**src/rtl/soc_dma_top_if.sv**
```systemverilog
// Bus bundles for the DMA engine: AXI-Lite style config port and
// simplified AXI memory master port.
interface axil_cfg_if;
   logic [31:0] s_axi_awaddr;
   logic        s_axi_awvalid;
   logic [31:0] s_axi_wdata;
   logic        s_axi_wvalid;
   logic        s_axi_awready;
   logic        s_axi_wready;
   logic        s_axi_bvalid;
   logic [31:0] s_axi_araddr;
   logic        s_axi_arvalid;
   logic        s_axi_arready;
   logic [31:0] s_axi_rdata;
   logic        s_axi_rvalid;

   modport slave (
      input  s_axi_awaddr, s_axi_awvalid, s_axi_wdata, s_axi_wvalid,
      input  s_axi_araddr, s_axi_arvalid,
      output s_axi_awready, s_axi_wready, s_axi_bvalid,
      output s_axi_arready, s_axi_rdata, s_axi_rvalid
   );

   modport master (
      output s_axi_awaddr, s_axi_awvalid, s_axi_wdata, s_axi_wvalid,
      output s_axi_araddr, s_axi_arvalid,
      input  s_axi_awready, s_axi_wready, s_axi_bvalid,
      input  s_axi_arready, s_axi_rdata, s_axi_rvalid
   );
endinterface

interface axi_mem_if;
   logic [31:0] axi_araddr;
   logic        axi_arvalid;
   logic        axi_arready;
   logic [31:0] axi_rdata;
   logic        axi_rvalid;
   logic        axi_rready;
   logic [31:0] axi_awaddr;
   logic        axi_awvalid;
   logic        axi_awready;
   logic [31:0] axi_wdata;
   logic        axi_wvalid;
   logic        axi_wready;
   logic        axi_bvalid;
   logic        axi_bready;

   modport master (
      output axi_araddr, axi_arvalid, axi_rready,
      output axi_awaddr, axi_awvalid, axi_wdata, axi_wvalid, axi_bready,
      input  axi_arready, axi_rdata, axi_rvalid,
      input  axi_awready, axi_wready, axi_bvalid
   );

   modport slave (
      input  axi_araddr, axi_arvalid, axi_rready,
      input  axi_awaddr, axi_awvalid, axi_wdata, axi_wvalid, axi_bready,
      output axi_arready, axi_rdata, axi_rvalid,
      output axi_awready, axi_wready, axi_bvalid
   );
endinterface

```
**src/rtl/soc_dma_top.sv**
```systemverilog
// Single-channel word-by-word memory-to-memory DMA with a small config
// register file on the slave port.
//
// state     | meaning
// ----------+---------------------------------------------
// S_IDLE    | waiting for START
// S_ZERO    | START with zero words: busy for one cycle
// S_RD_ADDR | issuing read address (current source)
// S_RD_DATA | waiting for read data into data buffer
// S_WR      | issuing write address and data
// S_WR_RESP | waiting for write response, advance pointers
module soc_dma_top (
   input  logic      clk,
   input  logic      rst_n,
   axil_cfg_if.slave cfg,
   axi_mem_if.master mem
);
   typedef enum logic [2:0] {
      S_IDLE, S_ZERO, S_RD_ADDR, S_RD_DATA, S_WR, S_WR_RESP
   } state_t;

   state_t      state, state_nxt;
   logic [31:0] src_q, dst_q, len_q;
   logic [31:0] cur_src, cur_dst, data_q, rdata_q;
   logic [29:0] cnt_q;
   logic        done_q, aw_done, w_done;
   logic        awready_q, arready_q, bvalid_q, rvalid_q;
   logic        wr_fire, rd_fire, start, busy, aw_acc, w_acc, last_word;
   logic        ar_v, r_rdy, aw_v, w_v, b_rdy;
   logic        unused_addr;

   assign busy      = (state != S_IDLE);
   assign wr_fire   = cfg.s_axi_awvalid & cfg.s_axi_wvalid & awready_q;
   assign rd_fire   = cfg.s_axi_arvalid & arready_q;
   assign start     = wr_fire & ~busy & (cfg.s_axi_awaddr[7:0] == 8'h0C) & cfg.s_axi_wdata[0];
   assign aw_acc    = (state == S_WR) & ~aw_done & mem.axi_awready;
   assign w_acc     = (state == S_WR) & ~w_done & mem.axi_wready;
   assign last_word = (cnt_q == 30'd1);
   assign unused_addr = ^{cfg.s_axi_awaddr[31:8], cfg.s_axi_araddr[31:8]};

   assign cfg.s_axi_awready = awready_q;
   assign cfg.s_axi_wready  = awready_q;
   assign cfg.s_axi_bvalid  = bvalid_q;
   assign cfg.s_axi_arready = arready_q;
   assign cfg.s_axi_rdata   = rdata_q;
   assign cfg.s_axi_rvalid  = rvalid_q;

   assign mem.axi_araddr  = cur_src;
   assign mem.axi_arvalid = ar_v;
   assign mem.axi_rready  = r_rdy;
   assign mem.axi_awaddr  = cur_dst;
   assign mem.axi_awvalid = aw_v;
   assign mem.axi_wdata   = data_q;
   assign mem.axi_wvalid  = w_v;
   assign mem.axi_bready  = b_rdy;

   // Readies are registered so they are low in reset and drop exactly in
   // the response cycle that follows an accepted transfer.
   always_ff @(posedge clk) begin
      if (rst_n) begin
         awready_q <= 1'b0;
         arready_q <= 1'b0;
         bvalid_q  <= 1'b0;
         rvalid_q  <= 1'b0;
         rdata_q   <= '0;
         src_q     <= '0;
         dst_q     <= '0;
         len_q     <= '0;
      end else begin
         awready_q <= ~wr_fire;
         bvalid_q  <= wr_fire;
         arready_q <= ~rd_fire;
         rvalid_q  <= rd_fire;
         if (wr_fire && !busy) begin
            case (cfg.s_axi_awaddr[7:0])
               8'h00:   src_q <= cfg.s_axi_wdata;
               8'h04:   dst_q <= cfg.s_axi_wdata;
               8'h08:   len_q <= cfg.s_axi_wdata;
               default: ;
            endcase
         end
         if (rd_fire) begin
            case (cfg.s_axi_araddr[7:0])
               8'h00:   rdata_q <= src_q;
               8'h04:   rdata_q <= dst_q;
               8'h08:   rdata_q <= len_q;
               8'h10:   rdata_q <= {30'd0, done_q, busy};
               default: rdata_q <= '0;
            endcase
         end
      end
   end

   always_ff @(posedge clk) begin
      if (rst_n) begin
         cur_src <= '0;
         cur_dst <= '0;
         cnt_q   <= '0;
         data_q  <= '0;
         done_q  <= 1'b0;
         aw_done <= 1'b0;
         w_done  <= 1'b0;
      end else begin
         if (start) begin
            cur_src <= src_q;
            cur_dst <= dst_q;
            cnt_q   <= len_q[31:2];
            done_q  <= 1'b0;
         end
         if (state == S_RD_DATA && mem.axi_rvalid)
            data_q <= mem.axi_rdata;
         if (state == S_WR) begin
            if (aw_acc) aw_done <= 1'b1;
            if (w_acc)  w_done  <= 1'b1;
         end else begin
            aw_done <= 1'b0;
            w_done  <= 1'b0;
         end
         if (state == S_WR_RESP && mem.axi_bvalid) begin
            cur_src <= cur_src + 32'd4;
            cur_dst <= cur_dst + 32'd4;
            cnt_q   <= cnt_q - 30'd1;
            if (last_word) done_q <= 1'b1;
         end
         if (state == S_ZERO)
            done_q <= 1'b1;
      end
   end

   always_ff @(posedge clk) begin
      if (rst_n) state <= S_IDLE;
      else       state <= state_nxt;
   end

   always_comb begin
      state_nxt = state;
      ar_v      = 1'b0;
      r_rdy     = 1'b0;
      aw_v      = 1'b0;
      w_v       = 1'b0;
      b_rdy     = 1'b0;
      case (state)
         S_IDLE: begin
            if (start)
               state_nxt = (len_q[31:2] == 30'd0) ? S_ZERO : S_RD_ADDR;
         end
         S_ZERO: state_nxt = S_IDLE;
         S_RD_ADDR: begin
            ar_v = 1'b1;
            if (mem.axi_arready) state_nxt = S_RD_DATA;
         end
         S_RD_DATA: begin
            r_rdy = 1'b1;
            if (mem.axi_rvalid) state_nxt = S_WR;
         end
         S_WR: begin
            aw_v = ~aw_done;
            w_v  = ~w_done;
            if ((aw_done | aw_acc) & (w_done | w_acc)) state_nxt = S_WR_RESP;
         end
         S_WR_RESP: begin
            b_rdy = 1'b1;
            if (mem.axi_bvalid) state_nxt = last_word ? S_IDLE : S_RD_ADDR;
         end
         default: state_nxt = S_IDLE;
      endcase
   end
endmodule

```
**src/flat_wrapper.sv**
```systemverilog
// flat-port wrapper written by rule: the top's interface ports become plain ports
module soc_dma_top_flat 
  (clk, rst_n, cfg_s_axi_awaddr, cfg_s_axi_awvalid, cfg_s_axi_wdata, cfg_s_axi_wvalid, cfg_s_axi_araddr, cfg_s_axi_arvalid, cfg_s_axi_awready, cfg_s_axi_wready, cfg_s_axi_bvalid, cfg_s_axi_arready, cfg_s_axi_rdata, cfg_s_axi_rvalid, mem_axi_araddr, mem_axi_arvalid, mem_axi_rready, mem_axi_awaddr, mem_axi_awvalid, mem_axi_wdata, mem_axi_wvalid, mem_axi_bready, mem_axi_arready, mem_axi_rdata, mem_axi_rvalid, mem_axi_awready, mem_axi_wready, mem_axi_bvalid);
  axil_cfg_if cfg_i ();
  axi_mem_if mem_i ();
  input  logic clk;
  input  logic rst_n;
  input wire logic [$bits(cfg_i.s_axi_awaddr)-1:0] cfg_s_axi_awaddr;
  input wire logic [$bits(cfg_i.s_axi_awvalid)-1:0] cfg_s_axi_awvalid;
  input wire logic [$bits(cfg_i.s_axi_wdata)-1:0] cfg_s_axi_wdata;
  input wire logic [$bits(cfg_i.s_axi_wvalid)-1:0] cfg_s_axi_wvalid;
  input wire logic [$bits(cfg_i.s_axi_araddr)-1:0] cfg_s_axi_araddr;
  input wire logic [$bits(cfg_i.s_axi_arvalid)-1:0] cfg_s_axi_arvalid;
  output wire logic [$bits(cfg_i.s_axi_awready)-1:0] cfg_s_axi_awready;
  output wire logic [$bits(cfg_i.s_axi_wready)-1:0] cfg_s_axi_wready;
  output wire logic [$bits(cfg_i.s_axi_bvalid)-1:0] cfg_s_axi_bvalid;
  output wire logic [$bits(cfg_i.s_axi_arready)-1:0] cfg_s_axi_arready;
  output wire logic [$bits(cfg_i.s_axi_rdata)-1:0] cfg_s_axi_rdata;
  output wire logic [$bits(cfg_i.s_axi_rvalid)-1:0] cfg_s_axi_rvalid;
  output wire logic [$bits(mem_i.axi_araddr)-1:0] mem_axi_araddr;
  output wire logic [$bits(mem_i.axi_arvalid)-1:0] mem_axi_arvalid;
  output wire logic [$bits(mem_i.axi_rready)-1:0] mem_axi_rready;
  output wire logic [$bits(mem_i.axi_awaddr)-1:0] mem_axi_awaddr;
  output wire logic [$bits(mem_i.axi_awvalid)-1:0] mem_axi_awvalid;
  output wire logic [$bits(mem_i.axi_wdata)-1:0] mem_axi_wdata;
  output wire logic [$bits(mem_i.axi_wvalid)-1:0] mem_axi_wvalid;
  output wire logic [$bits(mem_i.axi_bready)-1:0] mem_axi_bready;
  input wire logic [$bits(mem_i.axi_arready)-1:0] mem_axi_arready;
  input wire logic [$bits(mem_i.axi_rdata)-1:0] mem_axi_rdata;
  input wire logic [$bits(mem_i.axi_rvalid)-1:0] mem_axi_rvalid;
  input wire logic [$bits(mem_i.axi_awready)-1:0] mem_axi_awready;
  input wire logic [$bits(mem_i.axi_wready)-1:0] mem_axi_wready;
  input wire logic [$bits(mem_i.axi_bvalid)-1:0] mem_axi_bvalid;
  assign cfg_i.s_axi_awaddr = cfg_s_axi_awaddr;
  assign cfg_i.s_axi_awvalid = cfg_s_axi_awvalid;
  assign cfg_i.s_axi_wdata = cfg_s_axi_wdata;
  assign cfg_i.s_axi_wvalid = cfg_s_axi_wvalid;
  assign cfg_i.s_axi_araddr = cfg_s_axi_araddr;
  assign cfg_i.s_axi_arvalid = cfg_s_axi_arvalid;
  assign cfg_s_axi_awready = cfg_i.s_axi_awready;
  assign cfg_s_axi_wready = cfg_i.s_axi_wready;
  assign cfg_s_axi_bvalid = cfg_i.s_axi_bvalid;
  assign cfg_s_axi_arready = cfg_i.s_axi_arready;
  assign cfg_s_axi_rdata = cfg_i.s_axi_rdata;
  assign cfg_s_axi_rvalid = cfg_i.s_axi_rvalid;
  assign mem_axi_araddr = mem_i.axi_araddr;
  assign mem_axi_arvalid = mem_i.axi_arvalid;
  assign mem_axi_rready = mem_i.axi_rready;
  assign mem_axi_awaddr = mem_i.axi_awaddr;
  assign mem_axi_awvalid = mem_i.axi_awvalid;
  assign mem_axi_wdata = mem_i.axi_wdata;
  assign mem_axi_wvalid = mem_i.axi_wvalid;
  assign mem_axi_bready = mem_i.axi_bready;
  assign mem_i.axi_arready = mem_axi_arready;
  assign mem_i.axi_rdata = mem_axi_rdata;
  assign mem_i.axi_rvalid = mem_axi_rvalid;
  assign mem_i.axi_awready = mem_axi_awready;
  assign mem_i.axi_wready = mem_axi_wready;
  assign mem_i.axi_bvalid = mem_axi_bvalid;
  soc_dma_top u_core (.clk(clk), .rst_n(rst_n), .cfg(cfg_i), .mem(mem_i));
endmodule
```
**config.mk**
```make
export PLATFORM = sky130hd
export DESIGN_NAME = soc_dma_top_flat
export DESIGN_NICKNAME = d
export VERILOG_FILES = /design/src/rtl/soc_dma_top_if.sv /design/src/rtl/soc_dma_top.sv /design/src/flat_wrapper.sv
export SDC_FILE = /design/constraint.sdc
export NUM_CORES = 1
export LEC_CHECK = 0
export ABC_CLOCK_PERIOD_IN_PS = 2600
export CAP_MARGIN = 20
export CORE_UTILIZATION = 50
export CTS_CLUSTER_SIZE = 16
export DETAILED_ROUTE_END_ITERATION = 10
export MAX_ROUTING_LAYER = met4
export PLACE_DENSITY = 0.8
export SLEW_MARGIN = 20
export SYNTH_ARGS = -nofsm -noshare
export SYNTH_HDL_FRONTEND = slang
export SYNTH_SLANG_ARGS = --single-unit
export TNS_END_PERCENT = 20
```
**constraint.sdc**
```tcl
create_clock -name clk -period 2.6 [get_ports clk]
set_clock_uncertainty 0.1 [all_clocks]
set_input_delay 0.52 -clock clk [delete_from_list [all_inputs] [get_ports clk]]
set_output_delay 0.52 -clock clk [all_outputs]
set_load 0.05 [all_outputs]
```
Figure 1. Floorplan with the power grid (run 1).
Scale: 3 px per micron. Pins as bars on the die edge.
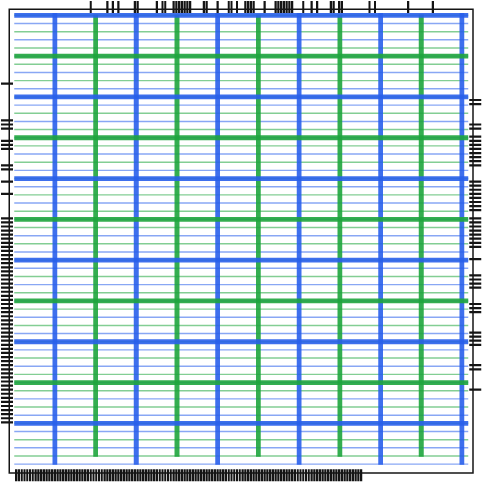
VDD -> green
VSS -> blue
met5 straps = 11
rows = 55
signal pins = 276

Figure 2. Layout detail (run 1).
Region (52, 83) to (102, 133) microns. Cells in gray, sequential cells in the stronger gray; small squares are vias.
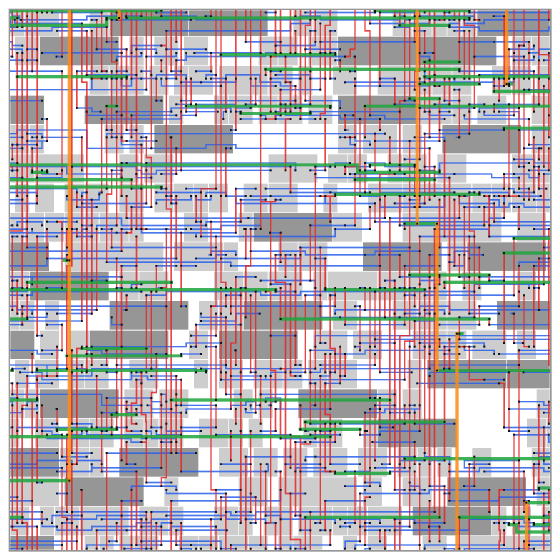
met2 -> red
met4 -> orange
met1 -> blue
met3 -> green
cells with their middle in the window = 229
most frequent = nand2_1 (30), dfxtp_1 (29), a21oi_1 (28)
netlist names of flops here include = u_core.cnt_q (13), u_core.mem.axi_araddr (7), u_core.mem.axi_awaddr (6)
sequential cells in the window = 29

Figure 3. Placement view (run 1).
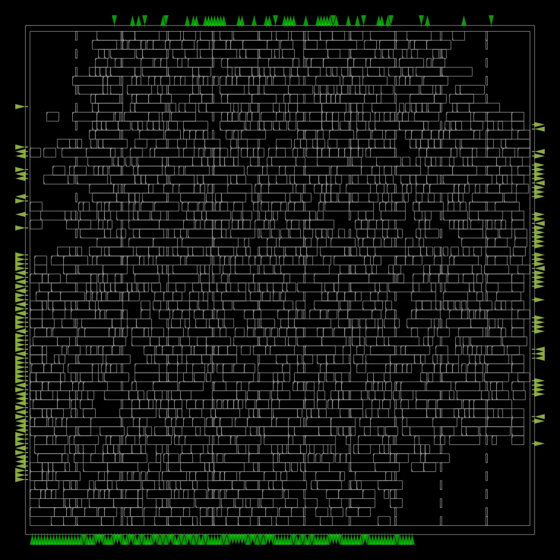
flop share of the area: 34.09%
fraction of the core area covered by cells at the end of the flow: 68.47%

Figure 4. Signal metal coverage by tile (run 1).
Scale: 2 px per micron. 31 x 31 tiles, from dark purple (low) to yellow (high), scaled to the fullest tile. Values are wire area over tile area, all layers added.
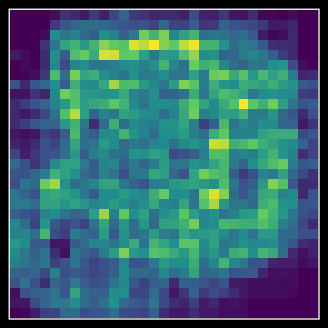
nearly empty tiles = 5.8%
mean over tiles = 0.27
emptiest ninth of the die = lower right
fullest tile = 0.72
via count: 12,320
total track usage: 32.59%
DR WL/cell: 19.41 microns
overall routed net length: 38,600 microns

==> flow_summary.yaml, run 1 <==
# physical design summary
hold_path:
  hold-path-endpoint: "u_core.cfg.s_axi_awready"
  hold_path.startpoint: "rst_n"
global_routing:
  first_global_vias: 11590
  grt_pass1_wl_microns: 60780
  grt_start_max_net_pins: 67
  antenna_found_initial: 1
  grt_overflow_total: 0
finish:
  layout.clock_buffers: 42
  fill_cells: 1825
  lay_top_count: "nand2_1"
  flip_flop_and_latch_area_sq_mm: 0.005285
  comb_share_pct: 37.82
  finalNetCount: 1825
  mostFrequentLayoutCells: "nand2_1, dfxtp_1, clkdlybuf4s50_1, a21oi_1, nor2_1"
  layout.comb_gates.multi_input: 1059
  layout.buffer.nonclock.area_share_pct: 19.46
  n_sequential_cell: 264
  nNonClkInverters: 16
  nNonClkBuffers: 314
  clock_buffer_and_inverter_area_fraction_after_layout_pct: 5.925
  largest_cell_class: "combinational gates"
critical_path:
  critical_path.startpoint_type: "flip-flop"
  maximum_net_fanout_on_the_critical_path: 6
  critical_path.reg2reg.endpoint: "u_core.mem.axi_araddr[26]"
  reg2reg_slack_ns: 0.21
  timing.setup.critical_path_class: "flip-flop to output pin"
  setup.worst_path.start: "u_core.mem.axi_awaddr[2]"
  worstRegToRegCells: 5
  cp_data_required_time_ns: 1.98
  critical_path.top_delay_family: "buffers and inverters"
  worst-endpoint-arrival_ns: 1.92
  cp_slowest_cell: "clkdlybuf4s50_1"
  crit_end: "mem_axi_awaddr[2]"
clock_tree:
  ctsResizeCount: 2
  clock_latency_ns: 0.54
  clk_path_buf_depth: 3
  cts_root_buf: "clkbuf_16"
  clk_pin_slew_ns: 0.06
  cts_tree: "yes"
synthesis:
  ys_warn_count: 0
  synth_async_sr_flop_share_pct: 0
  synth_largest_type_area_fraction_pct: 45.69
  synthTopCellsByCount: "nand2_1, dfxtp_1, a21oi_1"
  synth.lib_cells_used.distinct: 59
  ys_sh_mux_pct: 3.029
  mappedNetlistArea_sq_mm: 0.01157
  simple_gate_area_share_pct: 25.17
  yosys_cells: 1442
  synth.yosys.chip_area_sq_mm: 0.01157
  yosys-top-cells-area: "dfxtp_1, nand2_1, a21oi_1"
  synth-edff-count: 0
  postSynthCellCount: 1442
sta:
  worst_slew_pin_slew_ns: 0.6568
  rsz0062_at_grt: "no"
  max_freq_ghz: 0.3943
  hold_slack_ns: 0.2303
  timing.final.setup_violations: 0
  fin_crit_sh_pct: 97.56
  final_max_slew_viol_count: 0
  period_needed_ns: 2.536
  slew_headroom_pct: 55.81
outcome:
  outcome: "finished clean"
placed_design:
  numPortBuffers: 227
  gp_congestion: 0.9589
  pre_cts_setup_slack_ns: -0.2870
route:
  ant_nets: 0
  drt_first_pass_iters: 7
  drt_iter0_drc: 1452
  drc: 0
floorplan:
  std_cell_rows: 55
  fp-utilization_pct: 51.09
  chip_area_sq_mm: 0.02375
  boundaryPins: 276
run:
  drv_cap: 0
-- run 1: metrics by stage --
stage	instance area, sq um	total power, W	std cells	TNS, ns
floorplan	11570	0.004233	1442	0
global placement	14580	0.004435	1938	-7.017
detailed placement	14580	0.004436	1938	-23.95
CTS	15500	0.008397	1988	0
global route	15500	0.008565	1989	0
finish	15500	0.008376	1989	0
-- run 1: metal layers --
metal / GRT usage (%) / vias up / share of wire, %
met2: 52.55 / 688 / 47
met5: - / - / 0
met3: 5.271 / 95 / 9.0
met4: 10.95 / 0 / 3.1
li1: - / 5714 / -
met1: 41.49 / 5826 / 41
-- run 1: power breakdown --
group	internal, W	total, W	switching (W)
sequential	0.00405	0.00405	0.00000293
combinational	0.000150	0.000300	0.000149
clock	0.00238	0.00403	0.00165
total	0.00658	0.00838	0.00180
==> run 2: changes to the inputs <==
--- a/config.mk
+++ b/config.mk
@@ -8,4 +8,5 @@
 export ABC_CLOCK_PERIOD_IN_PS = 2600
 export CAP_MARGIN = 20
+export CORE_MARGIN = 2
 export CORE_UTILIZATION = 50
 export CTS_CLUSTER_SIZE = 16
@@ -17,3 +18,3 @@
 export SYNTH_HDL_FRONTEND = slang
 export SYNTH_SLANG_ARGS = --single-unit
-export TNS_END_PERCENT = 20
+export TNS_END_PERCENT = 5
==> constraint.sdc (replaced) <==
create_clock -name clk -period 2.6 [get_ports clk]
set_clock_uncertainty 0.1 [all_clocks]
set_input_delay 0.39 -clock clk [delete_from_list [all_inputs] [get_ports clk]]
set_output_delay 0.39 -clock clk [all_outputs]
set_load 0.05 [all_outputs]
Figure 5. Cells by drive strength (run 2).
Scale: 2 px per micron.
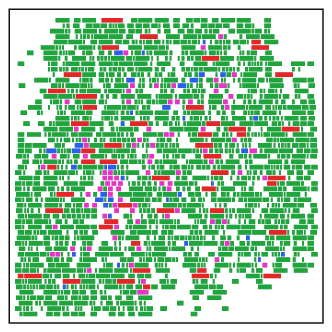
drive 2 -> blue  # cells 36
drive 6 and up -> red  # cells 49
drive 3 to 4 -> magenta  # cells 86
drive 1 or less -> green  # cells 1,539

==> run 2 against run 1 <==
Against the previous run:
- critical path depth increased by 5
- die area is 2.6% higher
- fmax is 0.51% lower
- first-iteration DRC count fell by 13%
- critical path type is now flip-flop to flip-flop
- register-to-register slack got worse by 0.16 ns
- total power is 0.40% higher
- global-route usage is 0.87 points lower
- sequential share of layout area shrank 0.19 points
- highest routed layer unchanged
- final cell count rose by 0.30%
- synthesized cell count unchanged
- design area rose by 0.57%
==> flow_summary.yaml, run 2 <==
# physical design summary
clock_tree:
  postCtsSetupBuffers: 0
  cts_tree: "yes"
  clock-sinks: 264
  ctsResizeCount: 4
  hold_buffers: 0
  cts_root_buf: "clkbuf_16"
  number_of_buffers_added_by_the_clock_tree_synthesis_step: 28
  htreeDepth: 1
  clk_path_buf_depth: 3
  clock_latency_ns: 0.55
  clk_pin_slew_ns: 0.06
power_and_ir_drop:
  internal_power_w: 0.006598
  powerComb_w: 0.000294
  power_attributed_to_the_clock_group_w: 0.00406
  post-layout-total-power_w: 0.008410
  p_comb_share_pct: 3.5
  clkPwrFrac_pct: 48.3
  netSwitchingFraction_pct: 21.55
  power.group.top: "the clock network"
  max-vdd-ir-drop_v: 0.0006066
  part_of_the_total_power_dissipated_in_sequential_elements_pct: 48.2
  seq_cell_power_w: 0.00405
  switch_pwr_w: 0.001812
  p_per_area_mw_per_mm2: 539.5
sta:
  worst_slew_pin_slew_ns: 0.5838
  period_needed_ns: 2.550
  rsz0062_at_grt: "no"
  report.final.hold_viol_count: 0
  fin_tns_setup_ns: 0
  hold_slack_ns: 0.1721
  fin_crit_sh_pct: 98.06
  finalWorstSetupSlack_ns: 0.05043
  timing.final.setup_violations: 0
  slew_headroom_pct: 61.08
  max_freq_ghz: 0.3922
  final_max_slew_viol_count: 0
synthesis:
  mappedNetlistArea_sq_mm: 0.01157
  ys_sh_mux_pct: 3.029
  post_synth.cell_area_avg_sq_um: 8.022
  synth_largest_type_area_fraction_pct: 45.69
  postSynthCellCount: 1442
  synth_async_sr_flop_share_pct: 0
  synth.lib_cells_used.distinct: 59
  ys_sh_aoi_pct: 21.28
  postSynthRegisterBits: 264
  top_cell: "nand2_1"
  synth-edff-count: 0
  synth.yosys.chip_area_sq_mm: 0.01157
  synthTopCellsByCount: "nand2_1, dfxtp_1, a21oi_1"
  synth.cellmix.xorXnorShare_pct: 0.2271
  ys_sh_adder_pct: 0.5192
  ys_dominant_reg_cell: "dfxtp_1"
  yosys-top-cells-area: "dfxtp_1, nand2_1, a21oi_1"
  yosys_cells: 1442
  ys_warn_count: 0
  simple_gate_area_share_pct: 25.17
  post-synth-top-area-cell: "dfxtp_1"
  synth_nets: 1584
route:
  ant_nets: 0
  dr.max_layer_used: "met4"
  vias: 12270
  drt_iter0_drc: 1258
  detailroute.wirelength.met2_microns: 17690
  drc: 0
  drt-met1-wl_microns: 15840
  overall_routed_net_length_microns: 38520
  routedWlPerCell_microns: 19.31
  met3_routed_length_microns: 3672
  drt-vias-per-instance: 6.152
  drt_first_pass_iters: 6
placed_design:
  numPlacedInstances: 1943
  numPortBuffers: 227
  pre_cts_setup_slack_ns: -0.1176
  dp.final_hpwl_microns: 26880
  dpl-instance-area_sq_mm: 0.01465
  gp_congestion: 0.9262
finish:
  stdcell_count: 1995
  lay_top_count: "nand2_1"
  layout-drive-gt1-share_pct: 10.00
  layout.cell_area.non_filler_sq_mm: 0.01559
  syn_to_final_growth_pct: 34.76
  finalNetCount: 1830
  final_core_util_pct: 68.64
  mostFrequentLayoutCells: "nand2_1, dfxtp_1, clkdlybuf4s50_1, a21oi_1, nor2_1"
critical_path:
  crit_chain: "nand4_2 > or4_2 > nor4_1 > buf_4 > xor2_1 > o2bb2ai_1"
  timing.setup.critical_path_class: "flip-flop to flip-flop"
  critical_path.startpoint_type: "flip-flop"
  maximum_net_fanout_on_the_critical_path: 6
  cp_slowest_cell: "or4_2"
  cp_num_buf_inv: 1
  worst-endpoint-arrival_ns: 2.92
  crit_path_end_kind: "flip-flop"
  critical_path.top_delay_family: "simple AND/OR/NAND/NOR gates"
  cp_data_required_time_ns: 2.97
  crit_path_max_incr_delay_ns: 0.77
global_routing:
  grt_start_max_net_pins: 63
  track_usage_pct: 31.71
  use_met1_pct: 40.67
  first_global_vias: 11520
  grt_overflow_total: 0
  use_met3_pct: 6.333
  grt_busiest_layer: "met2"
  antenna_found_initial: 0
  grt_pass1_wl_microns: 60610
  groute.layer.met2.usage_pct: 50.11
hold_path:
  worst_min_delay_path_category: "input pin to flip-flop"
floorplan:
  boundaryPins: 276
  chipWidth_microns: 156.1
  std_cell_rows: 55
  fp-utilization_pct: 50.94
  chip_area_sq_mm: 0.02437
  core_region_area_sq_mm: 0.02271
run:
  log.warning_count: 75
  drv_cap: 0
outcome:
  outcome: "finished clean"
==> run 2: cell counts after synthesis <==
Identical to the previous run, type by type.
==> run 2: final cells by class <==
class	instances	area, sq um
clock buffers	39	823.3
clock inverters	13	118.9
fillers	1803	7121
inverters	16	60.06
multi-input cells	1059	5862
flip-flops and latches	264	5285
well taps	285	356.6
repair buffers	319	3083
==> run 2: worst paths after layout <==
path         slack (ns)                        from  cells past startpoint                    endpoint
max                0.05    u_core.mem.axi_araddr[7]                      6   u_core.mem.axi_araddr[31]
min                0.17                       rst_n                      2            u_core.dst_q[29]
max reg2reg        0.05    u_core.mem.axi_araddr[7]                      6   u_core.mem.axi_araddr[31]
min reg2reg        0.35  u_core.cfg.s_axi_rdata[14]                      2  u_core.cfg.s_axi_rdata[14]
Power is estimated from default activity; no workload was simulated.
